--- config.mk ---
export PLATFORM = sky130hd
export DESIGN_NAME = res_mem_reader
export DESIGN_NICKNAME = d
export VERILOG_FILES = /design/src/rtl/res_mem_reader.sv
export SDC_FILE = /design/constraint.sdc
export NUM_CORES = 1
export LEC_CHECK = 0
export CAP_MARGIN = 20
export CORE_ASPECT_RATIO = 0.8
export CORE_UTILIZATION = 45
export CTS_BUF_LIST = sky130_fd_sc_hd__clkbuf_8
export DETAILED_ROUTE_END_ITERATION = 10
export GPL_TIMING_DRIVEN = 0
export PLACE_DENSITY = 0.75
export SETUP_SLACK_MARGIN = 0.15
export SKIP_LAST_GASP = 1
export SYNTH_ARGS = -nofsm -noshare
export SYNTH_HDL_FRONTEND = slang
export SYNTH_SLANG_ARGS = --single-unit
--- constraint.sdc ---
create_clock -name clk -period 2.2 [get_ports clk]
set_clock_uncertainty 0.15 [all_clocks]
set_input_delay 0.44 -clock clk [delete_from_list [all_inputs] [get_ports clk]]
set_output_delay 0.44 -clock clk [all_outputs]
set_load 0.01 [all_outputs]
--- src/rtl/res_mem_reader.sv ---
// Result-memory read-back: fetches one packed line per read and streams its
// results out, lowest slice first, on a valid/ready port.
module res_mem_reader #(
    parameter int NUM_LINES    = 42,
    parameter int RES_PER_LINE = 4,
    parameter int DATA_W       = 8,
    parameter int ADDR_W       = 8
) (
    input  logic                           clk,
    input  logic                           rst,
    input  logic                           start,
    output logic                           mem_rd_en,
    output logic [ADDR_W-1:0]              mem_rd_adr,
    input  logic [RES_PER_LINE*DATA_W-1:0] mem_rd_data,
    output logic [DATA_W-1:0]              out_data,
    output logic                           out_valid,
    input  logic                           out_ready,
    output logic                           out_last,
    output logic                           busy,
    output logic                           done
);
    localparam int LINE_W = RES_PER_LINE * DATA_W;
    localparam int LCNT_W = (NUM_LINES > 1) ? $clog2(NUM_LINES) : 1;
    localparam int ECNT_W = (RES_PER_LINE > 1) ? $clog2(RES_PER_LINE) : 1;
    localparam logic [LCNT_W-1:0] LAST_LINE = LCNT_W'(NUM_LINES - 1);
    localparam logic [ECNT_W-1:0] LAST_ELEM = ECNT_W'(RES_PER_LINE - 1);

    typedef enum logic [2:0] {
        S_IDLE,
        S_READ,
        S_WAIT,
        S_STREAM,
        S_DONE
    } state_t;

    state_t              r_state;
    state_t              w_next_state;
    logic [LCNT_W-1:0]   r_line_cnt;
    logic [LCNT_W-1:0]   w_line_cnt_nxt;
    logic [ECNT_W-1:0]   r_elem_cnt;
    logic [ECNT_W-1:0]   w_elem_cnt_nxt;
    logic [LINE_W-1:0]   r_line_reg;
    logic [DATA_W-1:0]   w_elem;
    logic                w_last_elem;
    logic                w_last_line;

    assign w_last_elem = (r_elem_cnt == LAST_ELEM);
    assign w_last_line = (r_line_cnt == LAST_LINE);

    // Element mux; counter values past the last slice select nothing.
    always_comb begin
        w_elem = '0;
        for (int i = 0; i < RES_PER_LINE; i++) begin
            if (r_elem_cnt == ECNT_W'(i)) begin
                w_elem = r_line_reg[i*DATA_W +: DATA_W];
            end
        end
    end

    always_comb begin
        w_next_state   = r_state;
        w_line_cnt_nxt = r_line_cnt;
        w_elem_cnt_nxt = r_elem_cnt;
        mem_rd_en      = 1'b0;
        mem_rd_adr     = '0;
        out_valid      = 1'b0;
        out_data       = '0;
        out_last       = 1'b0;
        busy           = 1'b1;
        done           = 1'b0;
        case (r_state)
            S_IDLE: begin
                busy           = 1'b0;
                w_line_cnt_nxt = '0;
                w_elem_cnt_nxt = '0;
                if (start) begin
                    w_next_state = S_READ;
                end
            end
            S_READ: begin
                mem_rd_en    = 1'b1;
                mem_rd_adr   = ADDR_W'(r_line_cnt);
                w_next_state = S_WAIT;
            end
            S_WAIT: begin
                w_elem_cnt_nxt = '0;
                w_next_state   = S_STREAM;
            end
            S_STREAM: begin
                out_valid = 1'b1;
                out_data  = w_elem;
                out_last  = w_last_line & w_last_elem;
                // Counters only move on an accepted transfer, so a stall holds the output.
                if (out_ready) begin
                    if (!w_last_elem) begin
                        w_elem_cnt_nxt = r_elem_cnt + 1'b1;
                    end else if (w_last_line) begin
                        w_next_state = S_DONE;
                    end else begin
                        w_line_cnt_nxt = r_line_cnt + 1'b1;
                        w_next_state   = S_READ;
                    end
                end
            end
            S_DONE: begin
                done           = 1'b1;
                w_line_cnt_nxt = '0;
                w_elem_cnt_nxt = '0;
                w_next_state   = S_IDLE;
            end
            default: begin
                w_next_state = S_IDLE;
            end
        endcase
    end

    always_ff @(posedge clk) begin
        if (rst) begin
            r_state    <= S_IDLE;
            r_line_cnt <= '0;
            r_elem_cnt <= '0;
            r_line_reg <= '0;
        end else begin
            r_state    <= w_next_state;
            r_line_cnt <= w_line_cnt_nxt;
            r_elem_cnt <= w_elem_cnt_nxt;
            // Read data is only valid during the cycle after the strobe.
            if (r_state == S_WAIT) begin
                r_line_reg <= mem_rd_data;
            end
        end
    end

endmodule

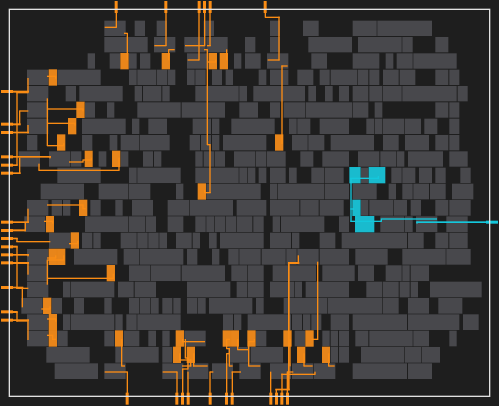
*Port wiring, run 1*
Scale: 6 px per um.
[mem_rd_data] orange | bits: 32 | direction: input | edge: 15 left, 11 bottom, 6 top | end cells: 32 | buffers: 32 | wire: 412 um
[out_ready] cyan | bits: 1 | direction: input | edge: right | end cells: 4 | buffers: 1 | wire: 39.0 um

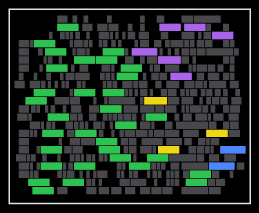
*Sequential cells colored by netlist name, run 1*
Scale: 3 px per um. Other cells in gray.
[r_line_reg] green | placed flops: 32
[r_line_cnt] purple | placed flops: 6
[r_state] yellow | placed flops: 3
[r_elem_cnt] blue | placed flops: 2

==> summary.txt, run 1 <==
Outcome = complete, but fails checks
Failing checks = setup timing
YS warnings = 0
Yosys Instances = 285
Most frequent cells after synthesis = 77 x nand2_1, 53 x a21oi_1, 43 x dfxtp_1
DIE AREA = 0.005130 mm2
Pre-Place Util = 47.16%
Met3 usage = 6.571%
Slack of the critical path = -217.0 ps
Synth top area cells = dfxtp_1 39%, nand2_1 13%, a21oi_1 12%
Die width = 79.83 um
Number of vias per cell = 5.275
Power Combinational = 320 uW
Critical path's slowest cell = dfxtp_4
Worst setup path start = r_elem_cnt[0]
GRT Overall Usage = 25.17%
Fin. Hold Viols = 0
Internal cell power = 1.353 mW
Worst Max-Slew Pin Slew = 634.6 ps
Min Hold Slack = 310.3 ps
Cts hold-fix bufs = 0
Place WS = -585.1 ps
Via count = 2263
Chip height = 64.27 um
Dominant flop cell = dfxtp_1
Critical path depth = 8
Initial antenna violation count = 0
Pins Over Slew Limit = 0
Setup CP Type = flop to output port
Post-layout power = 1.817 mW
Ant. Diodes = 0
Library cells used by synthesis = 41
Post-Synthesis Cell Area = 0.002181 mm2
Register-to-register path setup slack = 240 ps
Tool warnings = 32
Synthesis area per yosys = 0.002181 mm2
Largest Pwr Group = registers
Dominant cell type by area after synthesis = dfxtp_1
Top Layout Cells = 77 x nand2_1, 45 x a21oi_1, 38 x dfxtp_1
Seq pwr = 835 uW
Mapped Cells = 285
Clock power share = 36.5%
Max layer used = met4
Clock latency on the worst-skew pair = 300 ps
Critical Path Max Stage Delay = 390 ps
Worst vdd ir = 0.3181 mV
Simple share = 26.33%
WP data required = 1610 ps
Setup crit end = out_data[5]
Num ports = 57
Max reg flops = 32
IO buf count = 54
Synth-to-Final Area Change = 48.36%
Cell depth of the worst hold path = 2
CP Buf/Inv Count = 4
Routed WL = 6206 um
Crit-path cells = inv_6, ha_4, buf_8, clkbuf_16, a21oi_1, a221o_1, a21oi_2, buf_2
First-pass DRT Iterations = 4
Max_cap viols = 0
Post-synthesis xor/xnor area fraction = 0%
Gr busiest metal = met2
CTS buffer count = 5
Sw frac = 25.57%
Logic pwr share = 17.6%
Max Clock Freq = 413.7 MHz
Row count = 22
RePlAce Congestion = 0.8231
Pwr Density = 561.6 mW/mm2
Yosys top cell area share = 39.47%
Most common logic cell in the routed design = nand2_1
Core region area = 0.004624 mm2
Largest net degree at the start of global routing = 15
Root buffer cell = clkbuf_8
Met2 wire length = 3031 um
Critical Path Start Type = flop
Post-synth EDFFs = 0
CTS tree = built
Final setup fails = 8
Mux area share = 1.951%
WL per Instance = 14.47 um
Ys async rst share = 0%
Adder Share, Synth = 3.442%
Critical R2R Capture = r_line_cnt[1]
Most frequent cell after synthesis = nand2_1
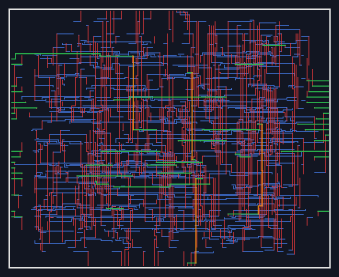
*Wiring by layer, run 1*
Scale: 4 px per um.
[metal 2] red | wire length: 3030 um
[metal 1] blue | wire length: 2770 um
[metal 4] orange | wire length: 84.6 um
[metal 3] green | wire length: 320 um

-- run 1: repair_timing --
action / CTS / global route
pin swaps: 13 / 7
setup endpoints to repair: 19 / 18
resized: 104 / 14
setup buffers: 18 / 1
gates cloned: 0 / 2
-- run 1: per-stage QoR --
step | area [um2] | TNS [ps] | util, % | cells
floorplan | 2217 | 0 | - | 286
global placement | 2833 | -4251 | 61.26 | 400
detailed placement | 2833 | -4675 | 61.26 | 400
CTS | 3183 | -1494 | 68.83 | 426
global route | 3236 | -1974 | 69.97 | 429
finish | 3236 | -1588 | 69.97 | 429
-- run 1: layout make-up --
type	count	area, um2
Buffer	24	183.9
Clock buffer	6	82.58
Clock inverter	2	38.79
Fill cell	398	1389
Inverter	14	60.06
Multi-Input combinational cell	205	1269
Sequential cell	43	874.6
Tap cell	60	75.07
Timing Repair Buffer	75	651.9
==> run 2: changes to the inputs <==
--- a/config.mk
+++ b/config.mk
@@ -9,6 +9,7 @@
 export CORE_ASPECT_RATIO = 0.8
 export CORE_UTILIZATION = 45
 export CTS_BUF_LIST = sky130_fd_sc_hd__clkbuf_8
+export CTS_CLUSTER_DIAMETER = 200
 export DETAILED_ROUTE_END_ITERATION = 10
 export GPL_TIMING_DRIVEN = 0
 export PLACE_DENSITY = 0.75
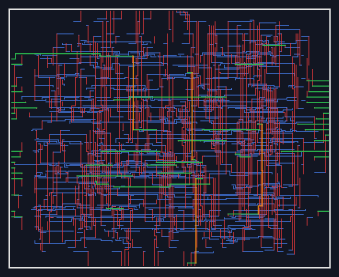
*Wiring by layer, run 2*
Scale: 4 px per um.
[metal 4] orange | wire length: 84.6 um
[metal 3] green | wire length: 320 um
[metal 1] blue | wire length: 2770 um
[metal 2] red | wire length: 3030 um

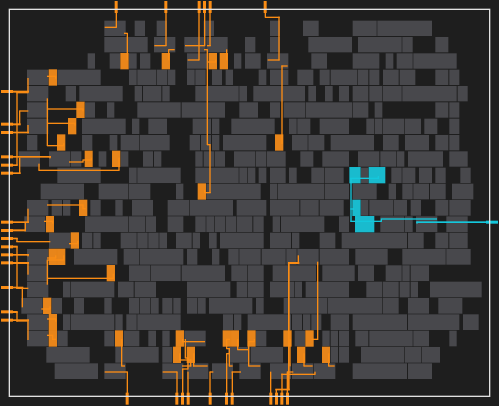
*Port wiring, run 2*
Scale: 6 px per um.
num ports: 57
IO buf count: 54

==> summary.txt, run 2 <==
Outcome = complete, but fails checks
Failing checks = setup timing
Slack of the critical path = -217.0 ps (unchanged)
Root buffer cell = clkbuf_8
Post-synthesis xor/xnor area fraction = 0% (unchanged)
Adder Share, Synth = 3.442% (unchanged)
TNS Setup = -1588 ps (unchanged)
DP Area = 0.002833 mm2 (unchanged)
WL per Instance = 14.47 um (unchanged)
Chip height = 64.27 um (unchanged)
Critical R2R Capture = r_line_cnt[1]
Pre-Place Util = 47.16% (unchanged)
Max reg flops = 32 (unchanged)
Min Hold Slack = 310.3 ps (unchanged)
Number of vias per cell = 5.275 (unchanged)
Worst setup path start = r_elem_cnt[0]
Ys async rst share = 0% (unchanged)
Met3 usage = 6.571% (unchanged)
Gr busiest metal = met2
Top Layout Cells = 77 x nand2_1, 45 x a21oi_1, 38 x dfxtp_1
Clock power share = 36.5% (about the same)
Final setup fails = 8 (unchanged)
Non-Filler Instances = 429 (unchanged)
Internal cell power = 1.353 mW (unchanged)
Most frequent cells after synthesis = 77 x nand2_1, 53 x a21oi_1, 43 x dfxtp_1
RePlAce Congestion = 0.8231 (unchanged)
Row count = 22 (unchanged)
Synth top area cells = dfxtp_1 39%, nand2_1 13%, a21oi_1 12%
Most frequent cell after synthesis = nand2_1
Dominant flop cell = dfxtp_1
Largest net degree at the start of global routing = 15 (unchanged)
Post-Synthesis Cell Area = 0.002181 mm2 (unchanged)
Routed WL = 6206 um (unchanged)
Post-synth EDFFs = 0 (unchanged)
Worst vdd ir = 0.3181 mV (unchanged)
Setup crit end = out_data[5]
Yosys Instances = 285 (unchanged)
Cell depth of the worst hold path = 2 (unchanged)
Mux area share = 1.951% (unchanged)
Fill cells = 398 (unchanged)
First-pass DRT Iterations = 4 (unchanged)
Critical Path Start Type = flop
Sw frac = 25.57% (unchanged)
Library cells used by synthesis = 41 (unchanged)
Worst Max-Slew Pin Slew = 634.6 ps (unchanged)
Tool warnings = 32 (unchanged)
Seq pwr = 835 uW (about the same)
CTS tree = built
Logic pwr share = 17.6% (about the same)
GRT Overall Usage = 25.17% (unchanged)
Cts hold-fix bufs = 0 (unchanged)
Via count = 2263 (unchanged)
Critical path depth = 8 (unchanged)
Synth-to-Final Area Change = 48.36% (unchanged)
Initial antenna violation count = 0 (unchanged)
Placed Cells = 400 (unchanged)
Mapped Cells = 285 (unchanged)
Critical Path Max Stage Delay = 390 ps (about the same)
Register-to-register path setup slack = 240 ps (about the same)
Yosys top cell area share = 39.47% (unchanged)
Fin. Hold Viols = 0 (unchanged)
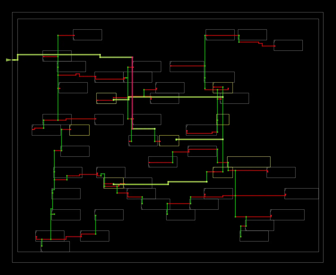
*Clock nets, run 2*
clock sink count: 43
num sequential: 43
clock latency on the worst-skew pair: 300 ps
CTS buffer count: 5

-- run 2: cell counts after synthesis --
No cell type changed its count.
-- run 2: what timing repair did --
| item | 4_1_cts | 5_1_grt |
|---|---|---|
| endpoints found under the setup margin | 19 | 18 |
| pin swaps | 13 | 7 |
| setup buffers | 18 | 1 |
| resized | 104 | 14 |
| cloned | 0 | 2 |
-- run 2: layout make-up --
type	instances	area (um2)	share of cell area, %
Buffer	24	183.9	5.684
Clock buffer	6	82.58	2.552
Clock inverter	2	38.79	1.199
Inverter	14	60.06	1.856
Multi-Input combinational cell	205	1269	39.21
Sequential cell	43	874.6	27.03
Tap cell	60	75.07	2.320
Timing Repair Buffer	75	651.9	20.15
==> run 3: changes to the inputs <==
--- a/config.mk
+++ b/config.mk
@@ -7,14 +7,15 @@
 export LEC_CHECK = 0
 export CAP_MARGIN = 20
 export CORE_ASPECT_RATIO = 0.8
-export CORE_UTILIZATION = 45
+export CORE_UTILIZATION = 50
 export CTS_BUF_LIST = sky130_fd_sc_hd__clkbuf_8
 export CTS_CLUSTER_DIAMETER = 200
 export DETAILED_ROUTE_END_ITERATION = 10
 export GPL_TIMING_DRIVEN = 0
-export PLACE_DENSITY = 0.75
+export PLACE_DENSITY = 0.82
 export SETUP_SLACK_MARGIN = 0.15
 export SKIP_LAST_GASP = 1
 export SYNTH_ARGS = -nofsm -noshare
 export SYNTH_HDL_FRONTEND = slang
 export SYNTH_SLANG_ARGS = --single-unit
+export TNS_END_PERCENT = 10
==> constraint.sdc (replaced) <==
create_clock -name clk -period 2.2 [get_ports clk]
set_clock_uncertainty 0.15 [all_clocks]
set_input_delay 0.22 -clock clk [delete_from_list [all_inputs] [get_ports clk]]
set_output_delay 0.22 -clock clk [all_outputs]
set_load 0.01 [all_outputs]
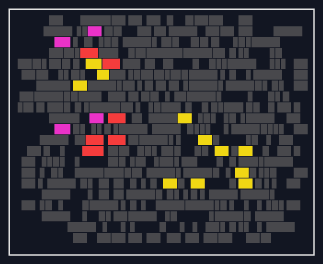
*Logic cells by family, run 3*
Scale: 4 px per um.
[multiplexers] magenta | cells: 4
[AND-OR and OR-AND gates] yellow | cells: 11
[adder and majority cells] red | cells: 6

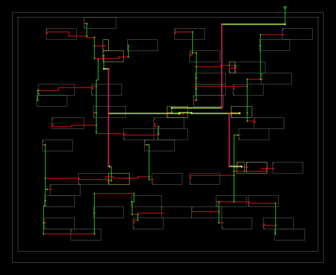
*Clock nets, run 3*
Clk. pwr: 476 uW
clock latency on the worst-skew pair: 290 ps
CLK BUF: 5

==> summary.txt, run 3 <==
Failing checks = setup timing
Logic pwr share = 17.4% (-0.2 points)
TNS Setup = -677.2 ps (+910.8 ps)
Num ports = 57 (unchanged)
Num sequential = 43 (unchanged)
Top class by area = multi-input combinational cells
Yosys top cell area share = 39.47% (unchanged)
Logic share of the area = 40.91% (+1.7 points)
Slack of the critical path = -84.48 ps (+132.5 ps)
Library cells used by synthesis = 41 (unchanged)
Clock-cell share = 2.802% (-0.95 points)
Routed WL = 5411 um (-13%)
CTS resizes = 54 (-48%)
Yosys Instances = 285 (unchanged)
Final setup fails = 12 (+4)
Gr busiest metal = met2
Number of vias per cell = 5.244 (-0.59%)
Most frequent cell after synthesis = nand2_1
Fill cells = 354 (-11%)
Signal buf overhead = 22.11% (-3.7 points)
Worst vdd ir = 0.3293 mV (+3.5%)
Clock sink count = 43 (unchanged)
Initial antenna violation count = 0 (unchanged)
IO buf count = 54 (unchanged)
Met3 usage = 5.237% (-1.3 points)
Outcome = complete, but fails checks
Inverters, non-clock = 14 (unchanged)
Gate Area = 0.001187 mm2 (-6.4%)
Placed Cells = 397 (-0.75%)
Fin. Hold Viols = 0 (unchanged)
Pre-Place Util = 52.20% (+5.0 points)
GRT Overall Usage = 23.33% (-1.8 points)
Via count = 2129 (-5.9%)
CTS buffer count = 5 (unchanged)
Sw frac = 26.49% (+0.92 points)
Root buffer cell = clkbuf_8
First-pass DRT Iterations = 4 (unchanged)
Repair and plain buffers = 79 (-20%)
Internal cell power = 1.167 mW (-14%)
Top Layout Cells = 77 x nand2_1, 51 x a21oi_1, 44 x clkdlybuf4s50_1
Seq pwr = 836 uW (about the same)
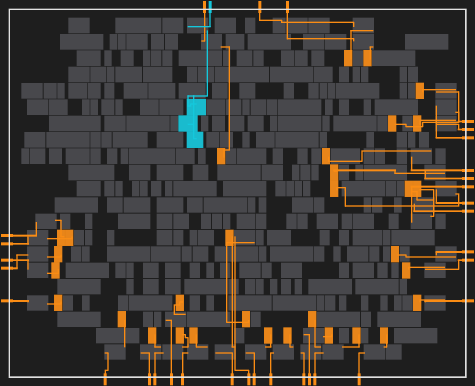
*Port wiring, run 3*
Scale: 6 px per um.

-- run 3: logic make-up (layout without fill, tap and decap cells) --
family          Yosys count  after routing  share of synthesized area, %
flops                    43             43                         39.47
mux                       4              4                         1.951
compound gates           74             74                         20.83
fa+ha+maj                 6              6                         3.442
other cells               1              2                        0.1720
simple gates            119            119                         26.33
buf+inv                  38            101                         7.802
-- run 3: path summary, 6_finish.rpt --
check	start	to	slack (ps)	depth (start not counted)
hold / removal	r_line_reg[2]	r_line_reg[2]	310	2
hold reg to reg	r_line_reg[2]	r_line_reg[2]	310	2
setup / recovery	r_elem_cnt[0]	out_data[1]	-80	7
setup reg to reg	r_line_cnt[1]	r_line_cnt[1]	290	6
No activity file was given, so power comes from the tool's default toggle rates.
